==> run_1/clock_map.png <==
Bar = 20 um.
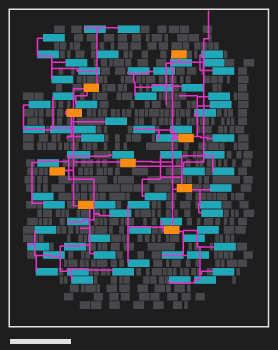
==> run_1/drive_strength.png <==
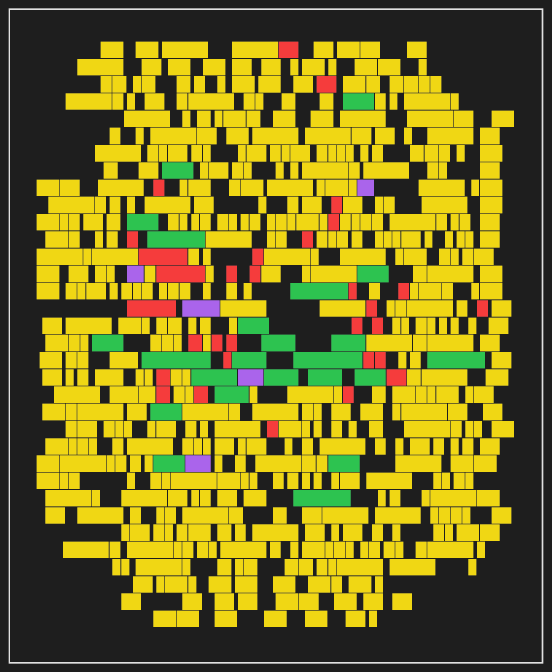
==> run_1/wire_density.png <==
The die is cut into 17 by 21 equal tiles; dark blue is low, red is high, scaled to the fullest tile. Values are wire area over tile area, all layers added.
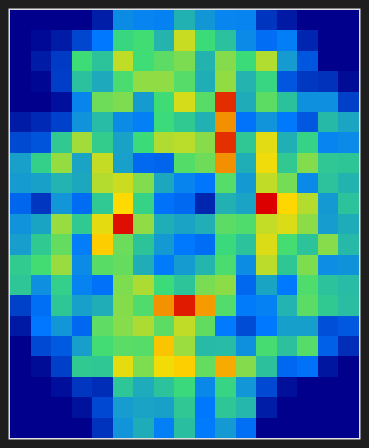
==> run_1/final_placement.png <==
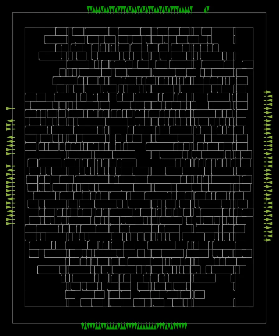
==> config.mk <==
export PLATFORM = sky130hd
export DESIGN_NAME = pcs_tx_sm
export DESIGN_NICKNAME = d
export VERILOG_FILES = /design/src/rtl/pcs_tx_pkg.sv /design/src/rtl/pcs_sat_counter.sv /design/src/rtl/pcs_tx_sm.sv
export SDC_FILE = /design/constraint.sdc
export NUM_CORES = 1
export LEC_CHECK = 0
export ABC_AREA = 1
export CAP_MARGIN = 15
export CORE_ASPECT_RATIO = 1.25
export CORE_MARGIN = 4
export CORE_UTILIZATION = 41
export DETAILED_ROUTE_END_ITERATION = 6
export GPL_TIMING_DRIVEN = 0
export PLACE_DENSITY = 0.78
export SYNTH_ARGS = -nofsm -noshare
export SYNTH_HDL_FRONTEND = slang
export SYNTH_HIERARCHICAL = 1
export SYNTH_SLANG_ARGS = --single-unit
==> constraint.sdc <==
create_clock -name clk -period 1.5 [get_ports clk]
set_input_delay 0.3 -clock clk [delete_from_list [all_inputs] [get_ports clk]]
set_output_delay 0.3 -clock clk [all_outputs]
set_load 0.01 [all_outputs]
==> src/rtl/pcs_tx_pkg.sv <==
// Shared 10GBASE-R PCS definitions: block type codes, TX states,
// sync headers and the fixed EBLOCK_T / LBLOCK_T coded blocks.
package pcs_tx_pkg;

    typedef enum logic [2:0] {
        BT_S = 3'b000,
        BT_C = 3'b001,
        BT_E = 3'b010,
        BT_D = 3'b011,
        BT_T = 3'b100
    } blk_type_e;

    typedef enum logic [2:0] {
        TX_INIT = 3'd0,
        TX_C    = 3'd1,
        TX_D    = 3'd2,
        TX_T    = 3'd3,
        TX_E    = 3'd4
    } tx_state_e;

    localparam logic [1:0] SH_CTRL = 2'b01;
    localparam logic [1:0] SH_DATA = 2'b10;

    localparam logic [65:0] EBLOCK_T = {
        {8{7'h1E}},
        8'h1E,
        SH_CTRL
    };

    localparam logic [65:0] LBLOCK_T = {
        28'h0,
        4'h0,
        8'h01,
        8'h00,
        8'h00,
        8'h4B,
        SH_CTRL
    };

    // Codes 101..111 are not defined and behave as an error block.
    function automatic blk_type_e to_blk_type(input logic [2:0] t);
        blk_type_e r;
        unique case (t)
            3'b000:  r = BT_S;
            3'b001:  r = BT_C;
            3'b011:  r = BT_D;
            3'b100:  r = BT_T;
            default: r = BT_E;
        endcase
        return r;
    endfunction

endpackage

==> src/rtl/pcs_sat_counter.sv <==
// Saturating up-counter with synchronous active-high clear.
// Holds at all-ones once reached.
module pcs_sat_counter #(
    parameter int W = 16
) (
    input  logic         clk,
    input  logic         reset,
    input  logic         inc,
    output logic [W-1:0] cnt
);

    // Count up on inc, stop at all-ones.
    always_ff @(posedge clk) begin
        if (reset) begin
            cnt <= '0;
        end else if (inc && (cnt != {W{1'b1}})) begin
            cnt <= cnt + 1'b1;
        end
    end

endmodule

==> src/rtl/pcs_tx_sm.sv <==
// 10GBASE-R PCS transmit state machine, one 66-bit block per valid cycle.
// Optional error-block counter enabled by defining PCS_TX_ERR_CNT_EN.
module pcs_tx_sm
    import pcs_tx_pkg::*;
#(
    parameter int ERR_CNT_W = 16
) (
    input  logic                 clk,
    input  logic                 reset,
    input  logic                 in_valid,
    input  logic [2:0]           t_type,
    input  logic [65:0]          encoded_in,
    output logic [65:0]          tx_coded,
    output logic                 out_valid
`ifdef PCS_TX_ERR_CNT_EN
    ,
    output logic [ERR_CNT_W-1:0] err_blk_cnt
`endif
);

    tx_state_e   state;
    tx_state_e   next_state;
    logic [65:0] next_coded;
    blk_type_e   bt;

    assign bt = to_blk_type(t_type);

    // Next state from current state and block type; output follows
    // the destination state.
    always_comb begin
        next_state = TX_E;
        next_coded = encoded_in;
        unique case (state)
            TX_INIT, TX_C, TX_T: begin
                unique case (bt)
                    BT_C:    next_state = TX_C;
                    BT_S:    next_state = TX_D;
                    default: next_state = TX_E;
                endcase
            end
            TX_D: begin
                unique case (bt)
                    BT_D:    next_state = TX_D;
                    BT_T:    next_state = TX_T;
                    default: next_state = TX_E;
                endcase
            end
            TX_E: begin
                unique case (bt)
                    BT_C:    next_state = TX_C;
                    BT_D:    next_state = TX_D;
                    BT_T:    next_state = TX_T;
                    default: next_state = TX_E;
                endcase
            end
            default: next_state = TX_E;
        endcase
        unique case (next_state)
            TX_INIT: next_coded = LBLOCK_T;
            TX_E:    next_coded = EBLOCK_T;
            default: next_coded = encoded_in;
        endcase
    end

    // State and registered outputs advance only on valid blocks.
    always_ff @(posedge clk) begin
        if (reset) begin
            state     <= TX_INIT;
            tx_coded  <= LBLOCK_T;
            out_valid <= 1'b0;
        end else begin
            out_valid <= in_valid;
            if (in_valid) begin
                state    <= next_state;
                tx_coded <= next_coded;
            end
        end
    end

    if (ERR_CNT_W < 1) begin : g_bad_cnt_w
    end

`ifdef PCS_TX_ERR_CNT_EN
    logic err_inc;

    assign err_inc = in_valid && (next_state == TX_E);

    pcs_sat_counter #(
        .W(ERR_CNT_W)
    ) u_err_cnt (
        .clk  (clk),
        .reset(reset),
        .inc  (err_inc),
        .cnt  (err_blk_cnt)
    );
`endif

endmodule

==> impl_metrics.env, run 1 <==
# yosys + openroad results
export IMPL_status="finished clean"
export IMPL_numPortBuffers=136
export IMPL_via_per_inst=5.01
export IMPL_avgSynthCellArea_um2=7.32
export IMPL_nonClkBufAreaFrac=0.338
export IMPL_stage_log_warnings=26
export IMPL_topCellsByArea="dfxtp_1, nand2_1, a21oi_1"
export IMPL_nets=627
export IMPL_min_delay_start="t_type[0]"
export IMPL_power_density_mw_per_mm2=989
export IMPL_layout_drive_gt1_share=0.105
export IMPL_hold_depth=4
export IMPL_finalSetupTns_ns=0
export IMPL_slowest_stage="dfxtp_2"
export IMPL_hold_slack_ns=0.409
export IMPL_period_used=0.917
export IMPL_met2_usage=0.375
export IMPL_clk_pin_slew_ns=0.07
export IMPL_synthAoiAreaFrac=0.139
export IMPL_relSlewSlack=0.656
export IMPL_dpl_cell_count=629
export IMPL_place_gp_congestion=0.805
export IMPL_yosysWarnings=6
export IMPL_hold_buffers=0
export IMPL_swShare=0.268
export IMPL_grt_pass1_wl_um=14200
export IMPL_path_delay_family="simple AND/OR/NAND/NOR gates"
export IMPL_seq_area_frac=0.296
export IMPL_drtIter0Drc=196
export IMPL_logic_family="simple AND/OR/NAND/NOR gates"
export IMPL_max_slew_worst_pin_slew_ns=0.516
export IMPL_die_x_um=83.9
export IMPL_min_period_ns=1.37
export IMPL_nNonClkInverters=40
export IMPL_synth_chip_area_mm2=0.00295
export IMPL_max_stage_delay_ns=0.36
export IMPL_tap_cells=90
export IMPL_hp_class="in2reg"
export IMPL_gr_total_overflow=0
export IMPL_met3_usage=0.0480
export IMPL_critPathKind="reg2reg"
export IMPL_top_area_frac=0.475
export IMPL_regMostFlops="tx_coded"
export IMPL_comb_multi_input_count=259
export IMPL_p_comb_mw=0.973
export IMPL_worstHoldEndpoint="state[1]$_SDFFE_PP0P_"
export IMPL_synthArstFlopShare=0
export IMPL_numCtsBuffers=9
export IMPL_common_cells="nand2_1, a21oi_1, dfxtp_1"
export IMPL_htree_levels=3
export IMPL_root_buffer="clkbuf_8"
export IMPL_r2r_end="tx_coded[60]$_SDFFE_PP0P_"
export IMPL_comb_area_frac=0.264
export IMPL_rsz0062_at_grt="no"
export IMPL_grt_busiest_layer="met2"
export IMPL_ys_types=19
export IMPL_cp_arrival_ns=1.58
export IMPL_largest_class="buffers"
export IMPL_top_regs="tx_coded (66), state (3), out_valid (1)"
export IMPL_n_clock_buffer=10
export IMPL_ant_nets=0
export IMPL_leakagePower_nw=2.23
export IMPL_regToRegStartpoint="state[0]$_SDFFE_PP0P_"
export IMPL_synth_most_common_cell="nand2_1"
export IMPL_use_met1=0.229
export IMPL_finalPower_mw=4.70
export IMPL_cts_setup_buffers=0
export IMPL_nFlopsAndLatches=70
export IMPL_start_kind="flip-flop"
export IMPL_cp_num_cells=10
export IMPL_fp_dieH_um=103
export IMPL_dr_wl_met3_um=533
export IMPL_endpoint="tx_coded[60]$_SDFFE_PP0P_"
export IMPL_edf_count=0
export IMPL_cts_tree="done"
export IMPL_flop_area_mm2=0.00141
export IMPL_dr_wl_met2_um=5070
About clock_map.png:
Key: orange = cells driving clock nets [count 9]; cyan = flip-flops [count 70]; magenta = clock wires [length 867 um]
Position of the flops: all over the die.
Clk pwr share: 0.361
Final Skew: 0.00731 ns
Power Clock: 1.70 mW
Late-Pin Clk Latency: 0.34 ns

About drive_strength.png:
Key: purple = drive 3 to 4 [cells 5, share 0.89%]; red = drive 2 [cells 31, share 5.5%, most used buf_2]; green = drive 6 and up [cells 23, share 4.1%, most used clkbuf_8]; yellow = drive 1 or less [cells 501, share 89%, most used nand2_1]
final worst setup slack: 0.125 ns
nonclk buf count: 175
final instance area: 0.00475 mm^2
Area Overhead vs Synth: 61.1%

About wire_density.png:
The fullest tile reaches 0.50. 28% of the tiles are over half the peak. The mean over all tiles is 0.18. 12% of the tiles are nearly empty.
WL final: 9730 um
DR WL/cell: 15.0 um
Overall Global Routing Usage: 0.206
via count: 3256

About final_placement.png:
FILL cells: 618
num rows: 34
core area: 0.00698 mm^2

## Run 2: what changed since run 1
--- a/config.mk
+++ b/config.mk
@@ -5,14 +5,13 @@
 export SDC_FILE = /design/constraint.sdc
 export NUM_CORES = 1
 export LEC_CHECK = 0
-export ABC_AREA = 1
 export CAP_MARGIN = 15
 export CORE_ASPECT_RATIO = 1.25
 export CORE_MARGIN = 4
-export CORE_UTILIZATION = 41
+export CORE_UTILIZATION = 44
 export DETAILED_ROUTE_END_ITERATION = 6
 export GPL_TIMING_DRIVEN = 0
-export PLACE_DENSITY = 0.78
+export PLACE_DENSITY = 0.83
 export SYNTH_ARGS = -nofsm -noshare
 export SYNTH_HDL_FRONTEND = slang
 export SYNTH_HIERARCHICAL = 1
==> constraint.sdc (replaced) <==
create_clock -name clk -period 1.75 [get_ports clk]
set_input_delay 0.35 -clock clk [delete_from_list [all_inputs] [get_ports clk]]
set_output_delay 0.35 -clock clk [all_outputs]
set_load 0.01 [all_outputs]
==> run_2/drive_strength.png <==
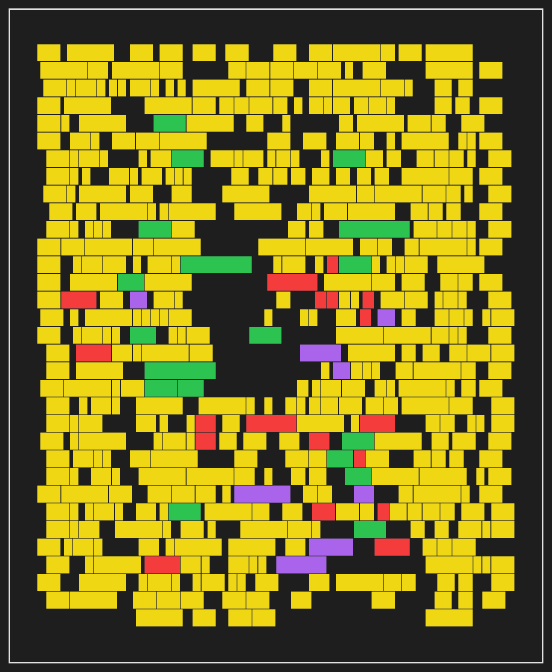
Key: yellow = drive 1 or less [cells 463, share 91%, most used clkdlybuf4s50_1]; red = drive 2 [cells 18, share 3.6%]; green = drive 6 and up [cells 18, share 3.6%, most used clkbuf_8]; purple = drive 3 to 4 [cells 8, share 1.6%]
Area Overhead vs Synth: 61.0%
nonclk buf count: 172
final worst setup slack: 0.0405 ns
final instance area: 0.00484 mm^2

==> run 2 against run 1 <==
Fmax decreased by 20%. Die area decreased by 4.6%. Sequential share of layout area decreased by 0.49 points. Utilization increased by 5.2 points. Synthesized area increased by 1.9%.
==> impl_metrics.env, run 2 <==
# yosys + openroad results
export IMPL_comb_multi_input_count=214
export IMPL_finalPower_mw=4.12
export IMPL_root_buffer="clkbuf_8"
export IMPL_synth_chip_area_mm2=0.00301
export IMPL_place_gp_congestion=0.768
export IMPL_nFlopsAndLatches=70
export IMPL_p_comb_mw=0.777
export IMPL_worstHoldEndpoint="state[0]$_SDFFE_PP0P_"
export IMPL_cp_num_cells=6
export IMPL_stage_log_warnings=27
export IMPL_yosysWarnings=6
export IMPL_met3_usage=0.0736
export IMPL_dpl_cell_count=577
export IMPL_comb_area_frac=0.288
export IMPL_status="finished clean"
export IMPL_edf_count=0
export IMPL_nonClkBufAreaFrac=0.321
export IMPL_hp_class="in2reg"
export IMPL_flop_area_mm2=0.00141
export IMPL_hold_depth=2
export IMPL_relSlewSlack=0.656
export IMPL_regToRegStartpoint="state[1]$_SDFFE_PP0P_"
export IMPL_min_period_ns=1.71
export IMPL_clkPwrFrac=0.386
export IMPL_drtIter0Drc=199
export IMPL_max_slew_worst_pin_slew_ns=0.516
export IMPL_die_x_um=81.9
export IMPL_cts_tree="done"
export IMPL_dr_total_vias=3072
export IMPL_critPathKind="reg2reg"
export IMPL_hold_slack_ns=0.455
export IMPL_synthAoiAreaFrac=0.274
export IMPL_dr_wl_met3_um=894
export IMPL_top_regs="tx_coded (66), state (3), out_valid (1)"
export IMPL_htree_levels=3
export IMPL_use_met1=0.249
export IMPL_avgSynthCellArea_um2=8.52
export IMPL_min_delay_start="t_type[1]"
export IMPL_ant_nets=0
export IMPL_totalWireLength_um=8880
export IMPL_endpoint="tx_coded[5]$_SDFFE_PP1P_"
export IMPL_top_area_frac=0.466
==> run_2/final_placement.png <==
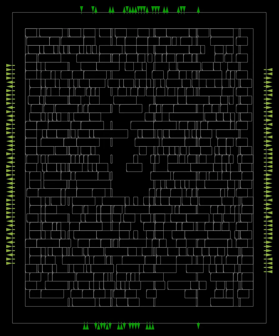
Seq/total area: 0.291
Layout Cells excl Fill: 594

No activity file was given, so power comes from the tool's default toggle rates.
